Figure 1. Cells colored by class (run 1).
Fill, decap, tap and diode cells in gray.
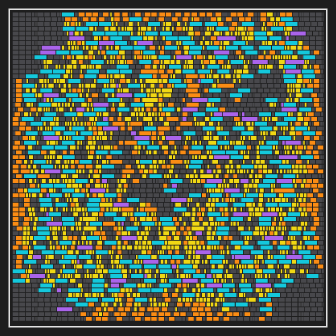
Figure 2. Cell sizes after repair (run 1).
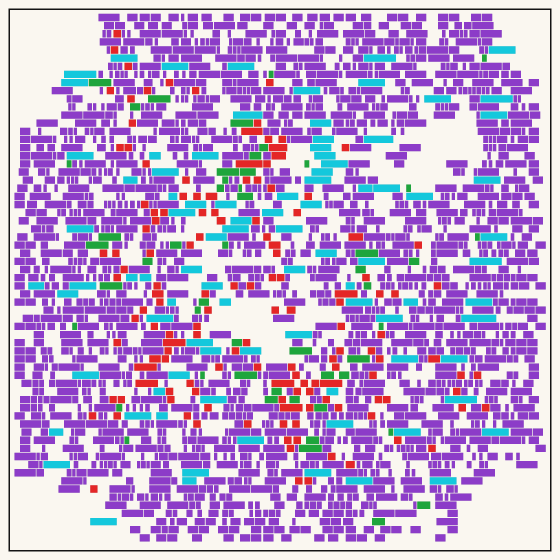
Figure 3. Cell outlines without signal wires (run 1).
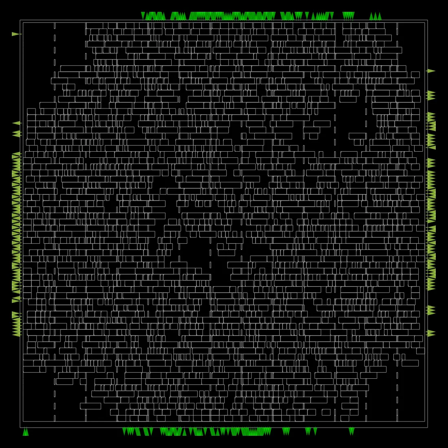
## src/rtl/ysyx_22040759_if_stage.sv

```systemverilog
// Instruction-fetch stage: owns the PC, fetches one instruction per req/gnt/rvalid
// transaction and hands {inst, pc} to decode through a valid/allowin handshake.
//
// state  | meaning
// S_REQ  | request asserted at pc, waiting for gnt
// S_WAIT | request accepted, waiting for rvalid (discard drops a wrong-path reply)
// S_HOLD | output occupied, next instruction parked in the skid buffer
module ysyx_22040759_if_stage #(
  parameter logic [63:0] RESET_PC = 64'h0000_0000_8000_0000
) (
  input  logic        clk,
  input  logic        rst,
  input  logic        ds_allowin,
  input  logic        pc_stall,
  input  logic [64:0] br_bus,
  output logic        fs_to_ds_valid,
  output logic [95:0] fs_to_ds_bus,
  output logic        imem_req,
  output logic [63:0] imem_addr,
  input  logic        imem_gnt,
  input  logic        imem_rvalid,
  input  logic [31:0] imem_rdata
);

  typedef enum logic [1:0] {
    S_REQ  = 2'd0,
    S_WAIT = 2'd1,
    S_HOLD = 2'd2
  } state_t;

  state_t      state, state_n;
  logic [63:0] pc, pc_n;
  logic [63:0] req_pc, req_pc_n;
  logic        out_valid, out_valid_n;
  logic [95:0] out_bus, out_bus_n;
  logic        skid_valid, skid_valid_n;
  logic [95:0] skid_bus, skid_bus_n;
  logic        discard, discard_n;

  logic        br_taken;
  logic [63:0] br_target;
  logic        drain;
  logic        out_free;
  logic [95:0] resp_bus;

  // Masking instead of slicing keeps every bit of br_bus in use.
  assign br_taken  = br_bus[64];
  assign br_target = br_bus[63:0] & ~64'h3;
  assign drain     = out_valid & ds_allowin & ~pc_stall;
  assign out_free  = ~out_valid | drain;
  assign resp_bus  = {imem_rdata, req_pc};

  assign imem_req       = (state == S_REQ) & ~rst;
  assign imem_addr      = pc;
  assign fs_to_ds_valid = out_valid;
  assign fs_to_ds_bus   = out_bus;

  always_ff @(posedge clk) begin
    if (rst) begin
      state      <= S_REQ;
      pc         <= RESET_PC;
      req_pc     <= RESET_PC;
      out_valid  <= 1'b0;
      out_bus    <= '0;
      skid_valid <= 1'b0;
      skid_bus   <= '0;
      discard    <= 1'b0;
    end else begin
      state      <= state_n;
      pc         <= pc_n;
      req_pc     <= req_pc_n;
      out_valid  <= out_valid_n;
      out_bus    <= out_bus_n;
      skid_valid <= skid_valid_n;
      skid_bus   <= skid_bus_n;
      discard    <= discard_n;
    end
  end

  always_comb begin
    state_n      = state;
    pc_n         = pc;
    req_pc_n     = req_pc;
    out_valid_n  = out_valid;
    out_bus_n    = out_bus;
    skid_valid_n = skid_valid;
    skid_bus_n   = skid_bus;
    discard_n    = discard;

    if (br_taken) begin
      // Redirect wins over stall and drain; anything already fetched is wrong-path.
      pc_n         = br_target;
      out_valid_n  = 1'b0;
      skid_valid_n = 1'b0;
      case (state)
        S_REQ: begin
          if (imem_gnt) begin
            req_pc_n  = pc;
            discard_n = 1'b1;
            state_n   = S_WAIT;
          end
        end
        S_WAIT: begin
          if (imem_rvalid) begin
            discard_n = 1'b0;
            state_n   = S_REQ;
          end else begin
            discard_n = 1'b1;
          end
        end
        S_HOLD: begin
          state_n = S_REQ;
        end
        default: begin
          state_n = S_REQ;
        end
      endcase
    end else begin
      if (drain) begin
        out_valid_n = 1'b0;
      end
      case (state)
        S_REQ: begin
          if (imem_gnt) begin
            req_pc_n = pc;
            state_n  = S_WAIT;
          end
        end
        S_WAIT: begin
          if (imem_rvalid) begin
            if (discard) begin
              discard_n = 1'b0;
              state_n   = S_REQ;
            end else if (out_free) begin
              out_bus_n   = resp_bus;
              out_valid_n = 1'b1;
              pc_n        = req_pc + 64'd4;
              state_n     = S_REQ;
            end else begin
              skid_bus_n   = resp_bus;
              skid_valid_n = 1'b1;
              pc_n         = req_pc + 64'd4;
              state_n      = S_HOLD;
            end
          end
        end
        S_HOLD: begin
          if (drain && skid_valid) begin
            out_bus_n    = skid_bus;
            out_valid_n  = 1'b1;
            skid_valid_n = 1'b0;
            state_n      = S_REQ;
          end
        end
        default: begin
          state_n = S_REQ;
        end
      endcase
    end
  end

endmodule

```

## config.mk

```make
export PLATFORM = sky130hd
export DESIGN_NAME = ysyx_22040759_if_stage
export DESIGN_NICKNAME = d
export VERILOG_FILES = /design/src/rtl/ysyx_22040759_if_stage.sv
export SDC_FILE = /design/constraint.sdc
export NUM_CORES = 1
export LEC_CHECK = 0
export ABC_AREA = 0
export CAP_MARGIN = 20
export CORE_UTILIZATION = 45
export CTS_CLUSTER_DIAMETER = 40
export DETAILED_ROUTE_END_ITERATION = 7
export PLACE_DENSITY = 0.69
export SYNTH_ARGS = -nofsm -noshare
export SYNTH_HDL_FRONTEND = slang
export SYNTH_SLANG_ARGS = --single-unit
export TNS_END_PERCENT = 30
```

## constraint.sdc

```tcl
create_clock -name clk -period 2 [get_ports clk]
set_input_delay 0.5 -clock clk [delete_from_list [all_inputs] [get_ports clk]]
set_output_delay 0.5 -clock clk [all_outputs]
set_load 0.005 [all_outputs]
```

==> ci_impl_report.md, run 1 <==
## PnR job results

| Metric | Value |
|---|---|
| CP required | about 1500 ps |
| Syn. warnings | 0 |
| Seq pwr share | 0.417 |
| Placement Setup Slack | -595 ps |
| Clk root buf | clkbuf_16 |
| DR vias | ~14000 |
| Maximum operating frequency | around 500 MHz |
| CP max stage cell | clkdlybuf4s50_1 |
| Total clock sinks | 325 |
| Syn_area_per_cell | just over 8 sq um |
| Number of flops mapped to enable cells by yosys | 0 |
| Final setup fails | 0 |
| Hold WC Path Type | input port to flip-flop |
| Net Sw Power | 3.98 mW |
| CP startpoint | imem_addr[61]$_SDFFE_PP0P_ |
| Outcome | finished, final reports clean |
| Largest net degree at the start of global routing | between 100 and 150 |
| RR Endpoint | imem_addr[49]$_SDFFE_PP0P_ |
| Vias in the first global route | 13100 |
| Area share, top type | 0.453 |
About Figure 1:
| class | color | cells |
|---|---|---|
| remaining buffers and delay cells | orange | 408 |
| clock drivers and dummy loads | purple | 81 |
| sequential cells | cyan | 325 |
| remaining logic cells | yellow | 1269 |

About Figure 2:
| size | color | cells | share |
|---|---|---|---|
| x6 and larger | cyan | 89 | 4.3% |
| x1 and smaller | purple | 1804 | 87% |
| x2 | green | 50 | 2.4% |
| x3 and x4 | red | 140 | 6.7% |

About Figure 3:
FILL cells: 2673
core area: 0.0315 sq mm

[run 1: layout make-up]
class	count	area [sq um]
flip-flops and latches	325	6520
clock buffers	57	1220
clock inverters	24	284
well taps	402	503
repair buffers	408	4050
diodes	2	5.00
fillers	2673	11600
inverters	11	41.3
multi-input cells	1258	7250
[run 1: cells by family (layout without fill, tap and decap cells)]
| group | Yosys count | after routing | synth area share |
|---|---|---|---|
| simple gates | 706 | 706 | 0.224 |
| compound gates | 412 | 412 | 0.173 |
| flops | 325 | 325 | 0.453 |
| buf+inv | 179 | 500 | 0.0550 |
| mux | 99 | 99 | 0.0690 |
| xor+xnor | 37 | 37 | 0.0226 |
| fa+ha+maj | 4 | 4 | 0.00348 |
| other cells | 0 | 2 | 0 |
[run 1: cell usage after synthesis (2+ instances only)]
cell type and count:
mux2i_1 99, nor4_2 3, or3_1 2, nand3b_1 3, xor2_1 26, buf_1 17, buf_2 24, a211o_1 2
and2_1 5, nand4_4 2, ha_1 4, nand2_1 373, nor4_1 9, a21oi_1 220, dfxtp_1 325, and4_2 2
and4_1 2, inv_1 10, nand4_2 2, or4_1 19, clkbuf_8 5, buf_6 2, o22ai_1 29, o21ai_0 7
xnor2_1 11, and3_1 49, nor2b_1 3, nand3_1 50, nand4_1 32, clkbuf_1 114, o211ai_1 27, a31oi_1 14
buf_4 4, nor2_1 127, nor3_1 15, a211oi_1 99
[run 1: routing by layer]
| layer | track usage | routed length (um) | vias to the layer above |
|---|---|---|---|
| met5 | 0 | 12 | - |
| met2 | 0.416 | 20400 | 506 |
| li1 | - | - | 6779 |
| met3 | 0.0443 | 3150 | 103 |
| met1 | 0.350 | 19100 | 6546 |
| met4 | 0.107 | 1460 | 2 |
Figure 4. Metal layers overlaid (run 1).
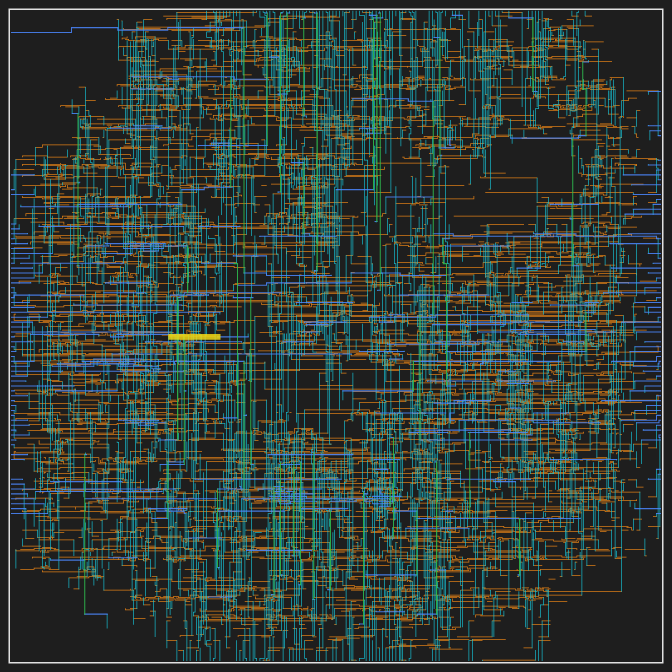

==> run 1 -> run 2 <==
--- a/config.mk
+++ b/config.mk
@@ -9,6 +9,7 @@
 export CAP_MARGIN = 20
 export CORE_UTILIZATION = 45
 export CTS_CLUSTER_DIAMETER = 40
+export CTS_CLUSTER_SIZE = 14
 export DETAILED_ROUTE_END_ITERATION = 7
 export PLACE_DENSITY = 0.69
 export SYNTH_ARGS = -nofsm -noshare
Figure 5. Metal layers overlaid (run 2).
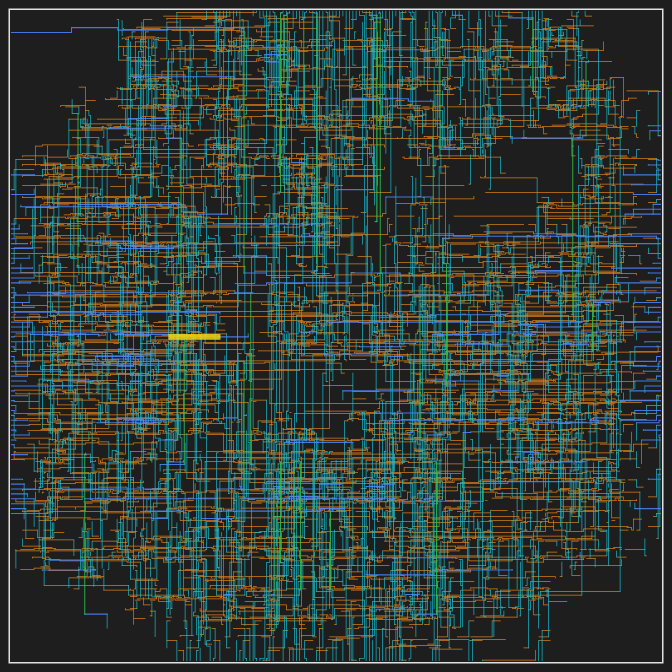
| layer | color | wire length |
|---|---|---|
| M1 | orange | 19400 um |
| M5 | yellow | 12.9 um |
| M2 | cyan | 20.6 mm |
| M3 | blue | 2910 um |
| M4 | green | 1510 um |

==> run 2 against run 1 <==
Clock power is 2.9% lower; combinational power hardly changed; highest routed layer unchanged; total power is 1.3% lower; critical endpoint is now imem_addr[10]; largest power group unchanged.
==> ci_impl_report.md, run 2 <==
## PnR job results

| Metric | Value |
|---|---|
| Core area | 0.0315 sq mm (unchanged) |
| Placement Setup Slack | -595 ps (unchanged) |
| CP max stage cell | clkdlybuf4s50_1 (unchanged) |
| Outcome | finished, final reports clean (unchanged) |
| Area share, top type | 0.453 (unchanged) |
| RR Endpoint | fs_to_ds_bus[37]$_SDFFE_PP0P_ (was imem_addr[49]$_SDFFE_PP0P_) |
| Hold WC Path Type | input port to flip-flop (unchanged) |
| Maximum operating frequency | 504 MHz (was 505 MHz) |
| Number of flops mapped to enable cells by yosys | 0 (unchanged) |
| Largest net degree at the start of global routing | 127 (unchanged) |
| Top-count cell post-synth | nand2_1 (unchanged) |
| Syn_area_per_cell | 8.15 sq um (unchanged) |
| Total clock sinks | 325 (unchanged) |
| Syn. warnings | 0 (unchanged) |
| Seq pwr share | 0.422 (was 0.417) |
| Wirelength per Cell | 17.9 um (was 17.7 um) |
| DR vias | 14000 (was 13900) |
| Clk root buf | clkbuf_16 (unchanged) |
| Final setup fails | 0 (unchanged) |
| Net Sw Power | 4.04 mW (was 3.98 mW) |
## run 2: cell types whose count changed in the layout (fill, tap and decap cells not counted), moves of 2 or more
cell       delta
nand3_2       -2
dfxtp_1       -2
bufinv_16     -2
dfxtp_2       +2
a211oi_1      -3
inv_6         +2
a211oi_2      +3
nand3_1       +2
## run 2: layer usage
metal,up-vias,GRT usage,wire [um]
met5,-,0,12
met4,2,0.107,1510
met3,106,0.0441,2910
met2,493,0.417,20600
met1,6667,0.349,19400
li1,6779,-,-
## run 2: final cells by class
class / instances / area (sq um)
timing repair buffer: 411 / 4100
clock buffer: 56 / 1210
sequential: 325 / 6520
clock inverter: 25 / 249
fill: 2664 / 11600
antenna: 2 / 5.00
tap: 402 / 503
inverter: 11 / 41.3
multi-input combinational: 1258 / 7260
## run 2: cell families (layout without fill, tap and decap cells)
logic type               count (synthesis)  count (layout)  synth area share
XOR/XNOR                                37              37            0.0226
flip-flops                             325             325             0.453
adder cells (fa/ha/maj)                  4               4           0.00348
multiplexers                            99              99            0.0690
AND-OR/OR-AND                          412             412             0.173
other                                    0               2                 0
buffers and inverters                  179             503            0.0550
AND/OR/NAND/NOR                        706             706             0.224
## run 2: worst max-delay path by stage
stage	end	cells past startpoint	from	slack, ps
after floorplan	fs_to_ds_bus[15]$_SDFFE_PP0P_	7	pc_stall	20
after global routing	imem_addr[55]$_SDFFE_PP0P_	7	req_pc[13]$_SDFFE_PP0P_	-20
after detailed placement	fs_to_ds_bus[36]$_SDFFE_PP0P_	7	imem_rvalid	-590
after CTS	imem_req	4	state[0]$_SDFFE_PP0P_	-20
final	imem_addr[10]	1	imem_addr[10]$_SDFFE_PP0P_	20
after global placement	skid_bus[50]$_SDFFE_PP0P_	8	imem_rvalid	-510
==> run 2 -> run 3 <==
--- a/config.mk
+++ b/config.mk
@@ -11,6 +11,7 @@
 export CTS_CLUSTER_DIAMETER = 40
 export CTS_CLUSTER_SIZE = 14
 export DETAILED_ROUTE_END_ITERATION = 7
+export GPL_ROUTABILITY_DRIVEN = 1
 export PLACE_DENSITY = 0.69
 export SYNTH_ARGS = -nofsm -noshare
 export SYNTH_HDL_FRONTEND = slang
Figure 6. Cell outlines without signal wires (run 3).
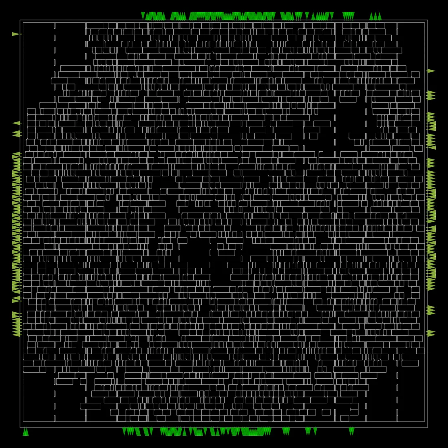
FILL cells: 2664
utilization after layout: 0.632
flop count: 325
# Taps: 402

==> run 3 against run 2 <==
Worst setup slack unchanged; sequential power about the same; die area unchanged; global-route usage unchanged; total power unchanged; wire length unchanged; critical endpoint unchanged; largest cell class unchanged.
==> ci_impl_report.md, run 3 <==
## PnR job results

| Metric | Value |
|---|---|
| Syn. warnings | 0 (unchanged) |
| Yosys simple share | 0.224 (unchanged) |
| Top-count cell post-synth | nand2_1 (unchanged) |
| DR top layer | met5 (unchanged) |
| Multiplexer share | 0.0690 (unchanged) |
| Yosys adder share | 0.00348 (unchanged) |
| GRT busiest layer | met2 (unchanged) |
| DR vias | 14000 (unchanged) |
| GRT met1 Usage | 0.349 (unchanged) |
| CP required | 1500 ps (about the same) |
| Wirelength per Cell | 17.9 um (unchanged) |
| Seq pwr share | 0.422 (about the same) |
| Compound-gate portion of the synthesized area | 0.173 (unchanged) |
| Synth Area in XOR/XNOR | 0.0226 (unchanged) |
| Vias in the first global route | 13000 (unchanged) |
| Largest net degree at the start of global routing | 127 (unchanged) |
| Met3 global-route usage | 0.0441 (unchanged) |
| Total clock sinks | 325 (unchanged) |
| Syn_area_per_cell | 8.15 sq um (unchanged) |
| Wire length on met1 | 19400 um (unchanged) |
| Net Sw Power | 4.04 mW (unchanged) |
| Maximum operating frequency | 504 MHz (unchanged) |
| Met2 Wirelength | 20600 um (unchanged) |
| Outcome | finished, final reports clean (unchanged) |
| CP max stage cell | clkdlybuf4s50_1 (unchanged) |
| Met3 routed WL | 2910 um (unchanged) |
| Number of flops mapped to enable cells by yosys | 0 (unchanged) |
run 3: cell counts after synthesis:
Identical to the previous run, type by type.
run 3: worst max-delay path by stage:
stage	startpoint	slack, ps	depth (start not counted)	end
after global routing	req_pc[13]$_SDFFE_PP0P_	-20	7	imem_addr[55]$_SDFFE_PP0P_
after CTS	state[0]$_SDFFE_PP0P_	-20	4	imem_req
after floorplan	pc_stall	20	7	fs_to_ds_bus[15]$_SDFFE_PP0P_
after detailed placement	imem_rvalid	-590	7	fs_to_ds_bus[36]$_SDFFE_PP0P_
final	imem_addr[10]$_SDFFE_PP0P_	20	1	imem_addr[10]
after global placement	imem_rvalid	-510	8	skid_bus[50]$_SDFFE_PP0P_
run 3: cell families (layout without fill, tap and decap cells):
group	count (synthesis)	count (layout)
other	0	2
xor gates and xnor gates	37	37
muxes	99	99
and+or+nand+nor	706	706
buffers and inverters	179	503
adders and majority gates	4	4
AOI/OAI and AO/OA	412	412
DFF	325	325
run 3: through the flow:
step | util | TNS (ps) | instances | hold WS [ps]
final | 0.632 | 0 | 2490 | 322
after global routing | 0.632 | -128 | 2490 | 340
after global placement | 0.576 | -100700 | 2398 | 441
after detailed placement | 0.576 | -115410 | 2398 | 446
after floorplan | - | 0 | 1762 | 436
after CTS | 0.626 | -18.7 | 2482 | 382
run 3: layout make-up:
cell class | count | area, sq um
Antenna cell | 2 | 5.00
Clock buffer | 56 | 1210
Clock inverter | 25 | 249
Fill cell | 2664 | 11600
Inverter | 11 | 41.3
Multi-Input combinational cell | 1258 | 7260
Sequential cell | 325 | 6520
Tap cell | 402 | 503
Timing Repair Buffer | 411 | 4100
run 3: what timing repair did:
item / in CTS / in global routing
pin swaps: 2 / 10
gates resized: 21 / 41
setup endpoints to repair: 80 / 114
gates cloned: 1 / 2
setup buffers: 2 / 4
hold buffers: 0 / 0
Power is estimated from default activity; no workload was simulated.
